## src/rtl/scoreboard_pkg.sv

```systemverilog
// Shared score/display constants: digit-select one-hots, 7-segment glyphs
// (bit0=a .. bit6=g, active high) and the BCD digit type.
package scoreboard_pkg;

  localparam int unsigned BCD_W = 4;
  typedef logic [BCD_W-1:0] bcd_t;

  localparam logic [1:0] DIG_ONES = 2'b01;
  localparam logic [1:0] DIG_TENS = 2'b10;

  localparam logic [6:0] SEG_0     = 7'b0111111;
  localparam logic [6:0] SEG_1     = 7'b0000110;
  localparam logic [6:0] SEG_2     = 7'b1011011;
  localparam logic [6:0] SEG_3     = 7'b1001111;
  localparam logic [6:0] SEG_4     = 7'b1100110;
  localparam logic [6:0] SEG_5     = 7'b1101101;
  localparam logic [6:0] SEG_6     = 7'b1111101;
  localparam logic [6:0] SEG_7     = 7'b0000111;
  localparam logic [6:0] SEG_8     = 7'b1111111;
  localparam logic [6:0] SEG_9     = 7'b1101111;
  localparam logic [6:0] SEG_BLANK = 7'b0000000;

endpackage

```

## src/rtl/seg7_decoder.sv

```systemverilog
// Combinational BCD to 7-segment decoder; non-decimal codes blank the digit.
module seg7_decoder
  import scoreboard_pkg::*;
(
  input  bcd_t       i_bcd,
  output logic [6:0] o_seg
);

  always_comb begin
    o_seg = SEG_BLANK;
    case (i_bcd)
      4'd0:    o_seg = SEG_0;
      4'd1:    o_seg = SEG_1;
      4'd2:    o_seg = SEG_2;
      4'd3:    o_seg = SEG_3;
      4'd4:    o_seg = SEG_4;
      4'd5:    o_seg = SEG_5;
      4'd6:    o_seg = SEG_6;
      4'd7:    o_seg = SEG_7;
      4'd8:    o_seg = SEG_8;
      4'd9:    o_seg = SEG_9;
      default: o_seg = SEG_BLANK;
    endcase
  end

endmodule

```

## src/rtl/score_counter.sv

```systemverilog
// Two-digit BCD score driven by up/down pulse rising edges, with a 2-digit
// multiplexed 7-segment display. Define SCORE_WRAP_EN to wrap at the bounds.
module score_counter
  import scoreboard_pkg::*;
#(
  parameter int unsigned REFRESH_DIV = 5000,
  parameter int unsigned MAX_SCORE   = 99
) (
  input  logic       clk_1mhz,
  input  logic       rst_n,
  input  logic       count_up_i,
  input  logic       count_down_i,
  output bcd_t       score_tens_o,
  output bcd_t       score_ones_o,
  output logic       score_changed_o,
  output logic [6:0] seg_o,
  output logic [1:0] digit_sel_o
);

  localparam bcd_t        MAX_TENS = bcd_t'(MAX_SCORE / 10);
  localparam bcd_t        MAX_ONES = bcd_t'(MAX_SCORE % 10);
  localparam logic [15:0] REF_LAST = 16'(REFRESH_DIV - 1);

  logic        r_up_prev, r_dn_prev;
  bcd_t        r_tens, r_ones;
  logic        r_changed;
  logic [15:0] r_refresh;
  logic [1:0]  r_sel;
  logic [6:0]  r_seg;

  logic        w_up_evt, w_dn_evt;
  logic        w_at_max, w_at_zero;
  bcd_t        w_tens_nxt, w_ones_nxt;
  logic        w_change;
  logic        w_slot_end;
  logic [1:0]  w_sel_nxt;
  bcd_t        w_dig;
  logic [6:0]  w_seg;

  assign w_up_evt  = count_up_i & ~r_up_prev;
  assign w_dn_evt  = count_down_i & ~r_dn_prev;
  assign w_at_max  = (r_tens == MAX_TENS) && (r_ones == MAX_ONES);
  assign w_at_zero = (r_tens == '0) && (r_ones == '0);

  always_comb begin
    w_tens_nxt = r_tens;
    w_ones_nxt = r_ones;
    w_change   = 1'b0;
    if (w_up_evt && !w_dn_evt) begin
      if (w_at_max) begin
`ifdef SCORE_WRAP_EN
        w_tens_nxt = '0;
        w_ones_nxt = '0;
        w_change   = 1'b1;
`endif
      end else begin
        w_change = 1'b1;
        if (r_ones == 4'd9) begin
          w_ones_nxt = '0;
          w_tens_nxt = r_tens + 4'd1;
        end else begin
          w_ones_nxt = r_ones + 4'd1;
        end
      end
    end else if (w_dn_evt && !w_up_evt) begin
      if (w_at_zero) begin
`ifdef SCORE_WRAP_EN
        w_tens_nxt = MAX_TENS;
        w_ones_nxt = MAX_ONES;
        w_change   = 1'b1;
`endif
      end else begin
        w_change = 1'b1;
        if (r_ones == '0) begin
          w_ones_nxt = 4'd9;
          w_tens_nxt = r_tens - 4'd1;
        end else begin
          w_ones_nxt = r_ones - 4'd1;
        end
      end
    end
  end

  // Prev registers reset high so a button already held at release is not a press.
  always_ff @(posedge clk_1mhz or negedge rst_n) begin
    if (!rst_n) begin
      r_up_prev <= 1'b1;
      r_dn_prev <= 1'b1;
      r_tens    <= '0;
      r_ones    <= '0;
      r_changed <= 1'b0;
    end else begin
      r_up_prev <= count_up_i;
      r_dn_prev <= count_down_i;
      r_tens    <= w_tens_nxt;
      r_ones    <= w_ones_nxt;
      r_changed <= w_change;
    end
  end

  assign w_slot_end = (r_refresh == REF_LAST);
  assign w_sel_nxt  = w_slot_end ? {r_sel[0], r_sel[1]} : r_sel;
  // Decode against the next selection so segments and enable move together.
  assign w_dig      = (w_sel_nxt == DIG_TENS) ? r_tens : r_ones;

  seg7_decoder u_dec (
    .i_bcd (w_dig),
    .o_seg (w_seg)
  );

  always_ff @(posedge clk_1mhz or negedge rst_n) begin
    if (!rst_n) begin
      r_refresh <= '0;
      r_sel     <= DIG_ONES;
      r_seg     <= SEG_0;
    end else begin
      r_refresh <= w_slot_end ? '0 : r_refresh + 16'd1;
      r_sel     <= w_sel_nxt;
      r_seg     <= w_seg;
    end
  end

  assign score_tens_o    = r_tens;
  assign score_ones_o    = r_ones;
  assign score_changed_o = r_changed;
  assign seg_o           = r_seg;
  assign digit_sel_o     = r_sel;

endmodule

```

## config.mk

```make
export PLATFORM = sky130hd
export DESIGN_NAME = score_counter
export DESIGN_NICKNAME = d
export VERILOG_FILES = /design/src/rtl/scoreboard_pkg.sv /design/src/rtl/seg7_decoder.sv /design/src/rtl/score_counter.sv
export SDC_FILE = /design/constraint.sdc
export NUM_CORES = 1
export LEC_CHECK = 0
export ABC_AREA = 1
export CORE_MARGIN = 2
export CORE_UTILIZATION = 35
export CTS_BUF_LIST = sky130_fd_sc_hd__clkbuf_4
export DETAILED_ROUTE_END_ITERATION = 8
export GPL_TIMING_DRIVEN = 0
export PLACE_DENSITY_LB_ADDON = 0.25
export SLEW_MARGIN = 25
export SYNTH_ARGS = -nofsm -noshare
export SYNTH_HDL_FRONTEND = slang
export SYNTH_SLANG_ARGS = --single-unit
export TNS_END_PERCENT = 30
```

## constraint.sdc

```tcl
create_clock -name clk_1mhz -period 4.8 [get_ports clk_1mhz]
set_input_delay 0.72 -clock clk_1mhz [delete_from_list [all_inputs] [get_ports clk_1mhz]]
set_output_delay 0.72 -clock clk_1mhz [all_outputs]
set_load 0.03 [all_outputs]
```

==> notes.md, run 1 <==
Item: results of the latest flow run.

- The run finished with clean final reports.
- The floorplan has 28 rows.
- At the worst endpoint, the required time is 5.02 ns.
- The inverter count of the layout excluding clock inverters is ~42.
- The maximum number of pins on one net before global-route repair is 24.
- The report shows a maximum critical-path fanout of 9.
- For the worst reg-to-reg path, the endpoint reported by OpenROAD is score_tens_o[3]$_DFFE_PN0P_.
- Per the synth stats, the flop cell with the highest instance count is dfrtp_1.
- The critical path endpoint is score_tens_o[3]$_DFFE_PN0P_.
- Setup slack on the worst reg-to-reg path comes out at 2.54 ns.
- The portion of the layout cell area used by clock cells is 0.0234.
- The chip occupies 6870 µm².
- Counting the buffers created by CTS gives 5.
- TritonRoute reported its final design rule violation total as 0.
- The share of the synthesized area in the top cell type is 0.310.
- Setup repair after global routing left no endpoint under its margin.
- The final power report lists total power as between 0.001 and 0.0015 W.
- Per the cell usage report, the commonest logic cells after layout are 59 x nand2_1, 36 x inv_1, 27 x dfrtp_1.
- Hold timing on the final database bottoms out at a slack of approximately 0.27 ns.
- The leakage power total is 1.21 nW.
- In the setup report, the worst path falls into the class in -> reg.
- The cell sequence reported for the critical path is clkdlybuf4s50_1, inv_1, nor2_1, inv_1, ha_1, buf_2, inv_1, ha_1, nand2_1, nor2_1, a211oi_1, a21o_1, nand4_1, xor2_1.
- The initial antenna violation count is 0.
- The clock slew at the register clock pins of the worst setup and hold paths is 0.11 ns.
- The data arrival at the endpoint of the critical path is 2.97 ns.
- Warnings raised by the tools during the run amount to 32.
- The post-synthesis async set-or-reset flop share is 1.00.
- The power density over cell area is 489 nW/µm².
- The post-synth register bit count is 36.
- The worst path meets setup with 2.05 ns of slack.
- The fraction of final cell area spent on non-clock buffers in this run is 0.0927.
- Counting instances in the post-synthesis netlist gives the leading cell types as 59 x nand2_1, 36 x inv_1, 27 x dfrtp_1.
- In this run, the synthesized area fraction spent on and/or/nand/nor cells is recorded as 0.317.
- The clock tree synthesis step divided the H-tree into 2 levels.
- In this design, the largest share of critical-path delay is due to buffers and inverters.
- Looking at the max-slew report, the worst-margin pin has a slew of 0.402 ns.
- Measured against the total synthesized area, the mux share comes to 0.00460.
- The net count after synthesis is 274.
- The class of the most critical hold timing path is in -> async.
- The count of clock tree sinks is 36.
- The fraction of layout cells with a size suffix above 1 is 0.160.
- The critical path depth is 14.
- Per the synthesis report, the XOR/XNOR share of the synthesized area is 0.0483.
- The adder and majority cell fraction of the synthesized area is 0.0724.
- Leaving out buffers and inverters, the combinational logic in the layout accounts for 1100 µm².
- According to the cell report, the number of logic gates is 179.
- The dominant cell type by area after synthesis is dfrtp_1.
- In this design, the stage delay of the slowest critical-path cell is 0.47 ns.
- The gate count of the mapped netlist is about 260.
- The layout overhead on the synthesized area is 17.8%.
- Per the area breakdown, the dominant cell category is combinational gates.
- In the finished design, the share of the clock period the worst path needs comes to 0.572.
- The number of hold violations in the final report is 0.
- The starting utilization of the core area is 0.366.
- Per STA, the startpoint of the critical path is count_down_i.
- The post-cts hold buffer count is 0.
- In this run, the synthesized area fraction spent on AND-OR/OR-AND gates is recorded as 0.0626.
- The clock period could shrink to 2.75 ns.
- Per the post-synthesis stats, the area per cell is ~8.4 µm².
- The startpoint type of the worst setup path is an input pin.
- Prior to clock tree synthesis, the placed netlist has a worst setup slack of roughly 1.7 ns.
- The launching point of the worst reg2reg path is r_dn_prev$_DFF_PN1_.
- The worst max-slew margin expressed relative to the limit is 0.730.
- The congestion estimate from routability-driven global placement came to ~0.81.
- 22 I/O pins were placed.
==> run 1: flip-flops by register name, summed over array words and instances (netlist names) <==
name	cells
r_up_prev	1
seg_o	7
r_refresh	16
score_changed_o	1
score_ones_o	4
r_dn_prev	1
score_tens_o	4
digit_sel_o	2
==> run 1: report_power, final <==
part           internal (W)  leakage, nW  switching (W)
clock network     0.0000754       0.0368      0.0000966
logic              0.000249        0.734       0.000384
registers          0.000385        0.440      0.0000636
total              0.000709         1.21       0.000545
==> run 1: logic make-up after synthesis <==
logic type / after synthesis
simple gates: 131
flops: 36
mux: 1
compound gates: 23
fa+ha+maj: 12
buf+inv: 43
xor+xnor: 12
==> run 1: layer usage <==
layer	part of all wire	wire, µm	track usage
met5	0	0	0
met3	0.044	177	0.0388
met2	0.45	1800	0.199
met4	0.018	71	0.0432
met1	0.49	1970	0.162
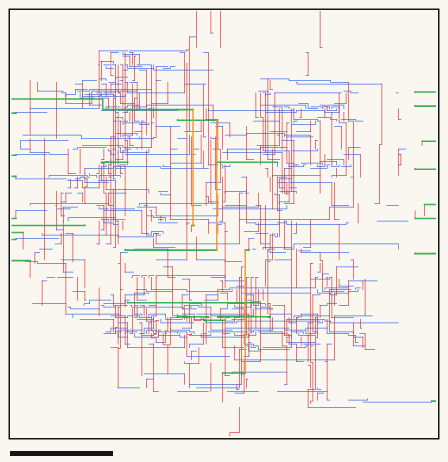
Fig. 1. Signal wires by layer (run 1).
Scale bar: 20 µm.
legend:
  orange:
    layer: met4
    wire_length: 71.4 µm
  green:
    layer: met3
    wire_length: 178 µm
  red:
    layer: met2
    wire_length: 1800 µm
  blue:
    layer: met1
    wire_length: 1970 µm
vias after detailed routing: 1686
total global-route track usage: 0.126
WL/cell: 11.1 µm

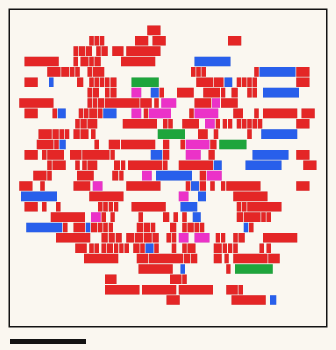
Fig. 2. Cell sizes after repair (run 1).
Scale bar: 20 µm.
legend:
  magenta:
    size: drive 3 to 4
    cells: 16
    most_used: clkbuf_4
  blue:
    size: drive 2
    cells: 26
    most_used: dfstp_2
  red:
    size: drive 1 or less
    cells: 242
    most_used: nand2_1
  green:
    size: drive 6 and up
    cells: 4
    most_used: nand2_8

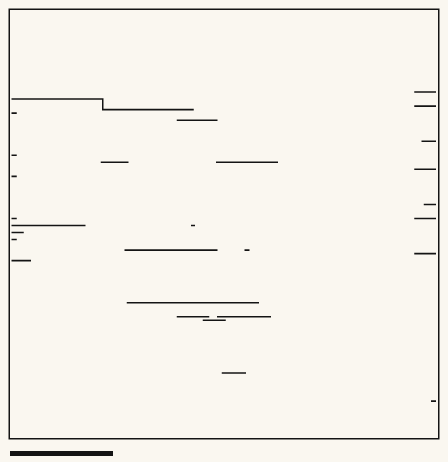
Fig. 3. M3 wires (run 1).
Scale bar: 20 µm.
nets with wire on the layer: 24
wire length on this layer: 178 µm
share of all routed wire: 4.4%
longest straight run: 25.3 µm
Detailed Route WL: 4.02 mm
GR Util met3: 0.0388

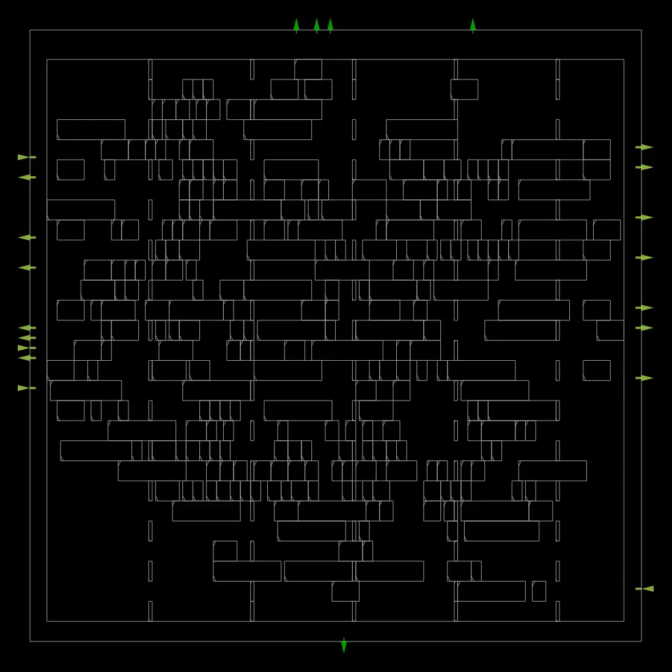
Fig. 4. Cell placement (run 1).
Final Non-Filler Cells: 363
Layout Utilization: 0.430
Fill cells: 608
sequential cell count of the final layout: 36
core outline area: 5960 µm²

==> run 2, diff against run 1 <==
Clock period 4.8 ns to 2.75 ns, I/O delays scaled along.
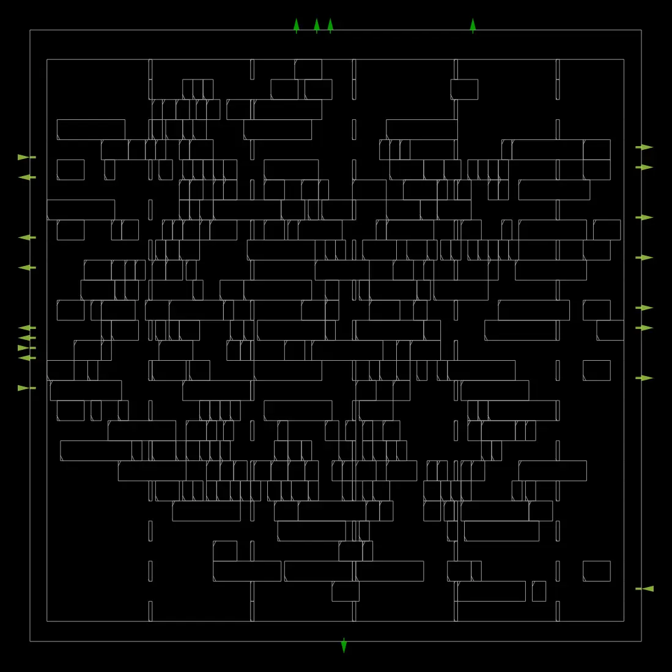
Fig. 5. Cell placement (run 2).
inserted tap cell count: 75
number of core rows: 28
Layout Utilization: 0.432
Final Non-Filler Cells: 364
sequential portion of the cell area: 0.354

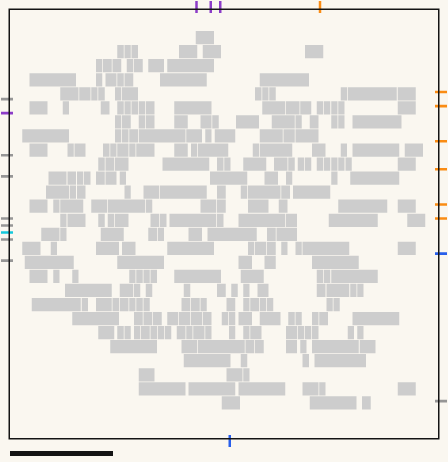
Fig. 6. Ports around the boundary (run 2).
Scale bar: 20 µm. Pins as bars across the die edge, other pins in gray.
legend:
  purple:
    port: score_ones_o
    pins: 4
    direction: output
    edge: 3 north, 1 west
  cyan:
    port: count_down_i
    pins: 1
    direction: input
    edge: west
  orange:
    port: seg_o
    pins: 7
    direction: output
    edge: 6 east, 1 north
  blue:
    port: digit_sel_o
    pins: 2
    direction: output
    edge: 1 south, 1 east
all pins by edge: 9 west, 8 east, 4 north, 1 south

==> run 2 against run 1 <==
Effect of this change: via count rose by 0.18%; sequential cell count is the same; sequential power grew 75%; cell area rose by 0.39%; setup slack lost 1.7 ns; synthesized cell count stayed put; non-clock buffer count up 1; critical path type unchanged; critical endpoint unchanged.
==> notes.md, run 2 <==
Item: results of the latest flow run.

- A synthesized cell averages 8.44 µm².
- STA classifies the critical path endpoint as a register.
- The final setup slack of the worst path is 0.313 ns.
- The flop count is 36.
- The depth of the most critical reg-to-reg path is 12.
- In this run the VDD rail shows a maximum IR drop of about 0.46 mV.
- The final layout reports a setup TNS of 0 ns.
- The share of cell area taken by multi-input logic gates is 0.427.
- The core box area is 5960 µm².
- The type recorded for the worst min-delay path is reg -> reg.
- The fraction of synthesized area in multiplexers is 0.00460.
- For this run, combinational gates with multiple inputs come to 179.
- In the floorplan report the effective utilization is 0.366.
- In the final layout, excluding clock buffers the buffer count is 24.
- The relative contribution of the clock network to total power is 0.137.
- The number of top-level pins is 22.
- The total length of routed met3 wires is about 180 µm.
- The cell total in the yosys stat output is 258.
- The power report attributes to the sequential group a share of 0.357.
- The critical path endpoint is score_tens_o[3]$_DFFE_PN0P_.
- The count of input and output buffers is 21.
- Of the total power, combinational logic draws 0.506.
- The width of the die is 82.9 µm.
- The worst reg2reg path endpoint is score_tens_o[3]$_DFFE_PN0P_.
- The post-cts hold buffer count is 1.
- The combinational-cell power consumption is around 0.0011 W.
- Walking the worst path, the cells encountered are clkdlybuf4s50_1, inv_1, nor2_1, inv_1, ha_1, buf_2, inv_1, ha_1, nand2_1, nor2_1, a211oi_1, a21o_1, nand4_1, xor2_1.
- Yosys attributes the largest share of cell area to dfrtp_1 31%, dfstp_2 11%, nand2_1 10%.
- The script computed the net switching share of total power as 0.434.
- Looking at area per cell type in the netlist, the leader is dfrtp_1.
- The mapped cell area is 2180 µm².
- More flip-flops sit in one register than any other, and that register is r_refresh.
- The wire length on met1 is 1.95 mm.
- Looking at the clock tree report, the root buffer type is clkbuf_4.
- The standard cell with the maximum stage delay on the critical path is clkdlybuf4s50_1.
- Endpoints failing hold in the final report were tallied at 0.
- The final critical-path share of the clock period is 0.886.
- The combinational cell area excluding buffers and inverters is 1100 µm².
- The most common logic cells in the final layout are 59 x nand2_1, 36 x inv_1, 27 x dfrtp_1.
- The analysis attributes to net switching a power of 0.000950 W.
- The number of levels in the clock H-tree is 2.
- Per the detail_route log, met2 wirelength is 1.81 mm.
- The script logs the ratio of routed vias to standard cells as roughly 4.6.
- The highest signal layer in the routed design is met4.
- The minimum clock period is 2.44 ns.
- Per the timing report, the biggest fanout along the worst path comes to 9.
- The first global-routing pass estimated 7.18 mm of wire.
- STA classifies the critical path startpoint as an input pin.
- The leakage power in the latest report is roughly 1.2 nW.
- At floorplan, the net count of the design was reported as 274.
- The most used cell along the critical path is inv_1.
- The synthesis-stage register bit count is 36.
- The pin closest to its max-slew limit shows a slew of roughly 0.4 ns.
- Yosys printed 0 warnings.
- Setup repair after global routing left no endpoint under its margin.
- The number of fillers in the final layout is 608.
- The count of maximum capacitance violations is 0.
- The stage delay of the slowest cell on the critical path is 0.47 ns.
- The number of clock buffers inserted by TritonCTS is 5.
- The all-layer global routing usage is 0.126.
- The biggest cell category by area in the final layout is combinational gates.
- The internal power is ~0.0012 W.
- The yosys synthesis chip area is 2180 µm².
- The peak-usage layer in the global routing report is met2.
- The synthesized instance count is 258.
- The post-synthesis xor/xnor area fraction is 0.0483.
- The final design instance area without fill is 2570 µm².
- The diode insertion count for antenna repair is 0.
- The worst max-slew margin expressed relative to the limit is 0.732.
- The library cell used most frequently in the layout, excluding fill and tap cells, is nand2_1.
- In this run the full chip footprint comes out at 6870 µm².
- The met1 track demand over resource in global routing is 0.162.
- The cell class contributing the biggest share of worst-path delay is buffers and inverters.
- The total global routing overflow is 0.
- Endpoints with negative setup slack in the final report add up to 0.
- STA lists the startpoint of the worst hold path as r_refresh[0]$_DFF_PN0_.
- Of the total synthesized cell area, the portion taken by AND, OR, NAND and NOR gates is 0.317.
- The pre-CTS setup check shows a worst slack of -0.0498 ns.
- The number of remaining DRC errors is 0.
- The met2 routing resource usage after global routing is 0.199.
- The first detailed-routing pass took 4 iterations.
- The worst setup path is of the in -> reg kind.
- The number of logged tool warnings is 32.
- OpenSTA lists the critical path startpoint as count_down_i.
- TritonRoute output was used to compute an average wire per cell of 11.0 µm.
- By count the netlist is led by 59 x nand2_1, 36 x inv_1, 27 x dfrtp_1.
- The post-synthesis async set-or-reset flop share is 1.00.
- The count of pins over their slew limit is 0.
- In the final run the clock tree shows a worst skew of 0.0131 ns.
- The layout overhead on the synthesized area is 18.2%.
- The area of placed instances is 2500 µm².
- The launching point of the worst reg2reg path is r_dn_prev$_DFF_PN1_.
- The longest clock path from root to sink contains 2 buffers.
- The initial antenna violation count is 0.
- The share of synthesized area in the top cell type comes to 0.310.
- The clock group total power is 0.000300 W.
- Data arrives at the worst endpoint at 2.66 ns.
- The number of global-route vias before repair is 1645.
- The finished design was reported to have a net count of roughly 300.
- Of all the cell area in the finished design, non-clock buffers hold 0.0963.
- TritonCTS built the clock tree.
- The power density over cell area is 851 nW/µm².
- The adder and majority cell fraction of the synthesized area is 0.0724.
- The total placed cells including tap cells is approximately 360.
- The count of clock tree sinks is 36.
- The placer congestion estimate is 0.812.
- The placed wire-length estimate is 3.11 mm.
- The maximum number of pins on one net before global-route repair is 24.
- Of the total synthesized cell area, the portion taken by AND-OR and OR-AND cells is 0.0626.
- Non-clock inverters in the final layout number roughly 42.
- All stages included, the depth of the critical timing path comes to 14.
- The portion of the layout cell area used by clock cells is 0.0233.
- Of the cells placed in the final design, the portion with a size suffix greater than 1 is 0.159.
- The required time reported for the critical path endpoint is 2.97 ns.
- The clock insertion delay at the later pin of the skew report is 0.33 ns.
- The achievable frequency is about 410 MHz.
- The run finished with clean final reports.
- After clock tree synthesis, the repair step resized 0 gates.
- The worst-case register-to-register setup slack is about 0.5 ns.
- The die is 82.9 µm tall.
- Per the post-CTS timing run, clock transition at the registers of the reported paths is 0.10 ns.
- The number of flip-flops under the largest register name is 16.
- The dominant power group in this design is combinational cells.
- Per report_power, the Sequential row totals 0.000782 W.
- The layout report lists the combined flip-flop and latch area as 912 µm².
- For this run, the leading register cell type out of synthesis is dfrtp_1.
- The post-synth count of flops with an enable pin is 0.
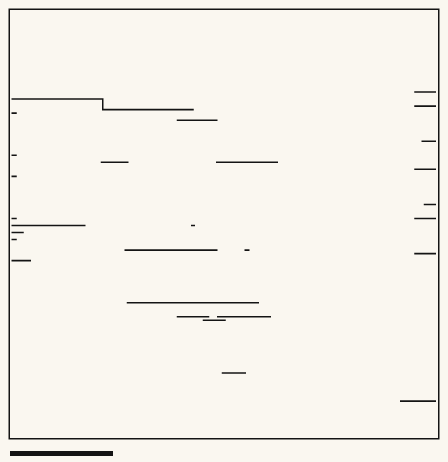
Fig. 7. M3 wires (run 2).
Scale bar: 20 µm.
wire length on this layer: 184 µm
nets with wire on the layer: 24
longest straight run: 25.3 µm
main direction: horizontal
share of all routed wire: 4.6%
Detailed Route WL: 4.01 mm
vias after detailed routing: 1689
GR Util met3: 0.0398

==> run 2: cell counts after synthesis <==
Identical to the previous run, type by type.
==> run 2: worst min-delay path by stage <==
stage | end | slack (ns) | cells after the start
floorplan | digit_sel_o[1]$_DFF_PN0_ | 0.12 | 0
global placement | r_refresh[0]$_DFF_PN0_ | 0.46 | 1
detailed placement | r_refresh[3]$_DFF_PN0_ | 0.35 | 1
CTS | r_refresh[0]$_DFF_PN0_ | 0.48 | 1
global route | r_up_prev$_DFF_PN1_ | 0.50 | 1
finish | r_refresh[0]$_DFF_PN0_ | 0.48 | 1
==> run 2: per-stage QoR <==
step                hold WS (ns)  total power [W]
floorplan                  0.117          0.00156
global placement           0.456          0.00189
detailed placement         0.354          0.00191
CTS                        0.482          0.00223
global route               0.496          0.00237
finish                     0.481          0.00219
Power is estimated from default activity; no workload was simulated.
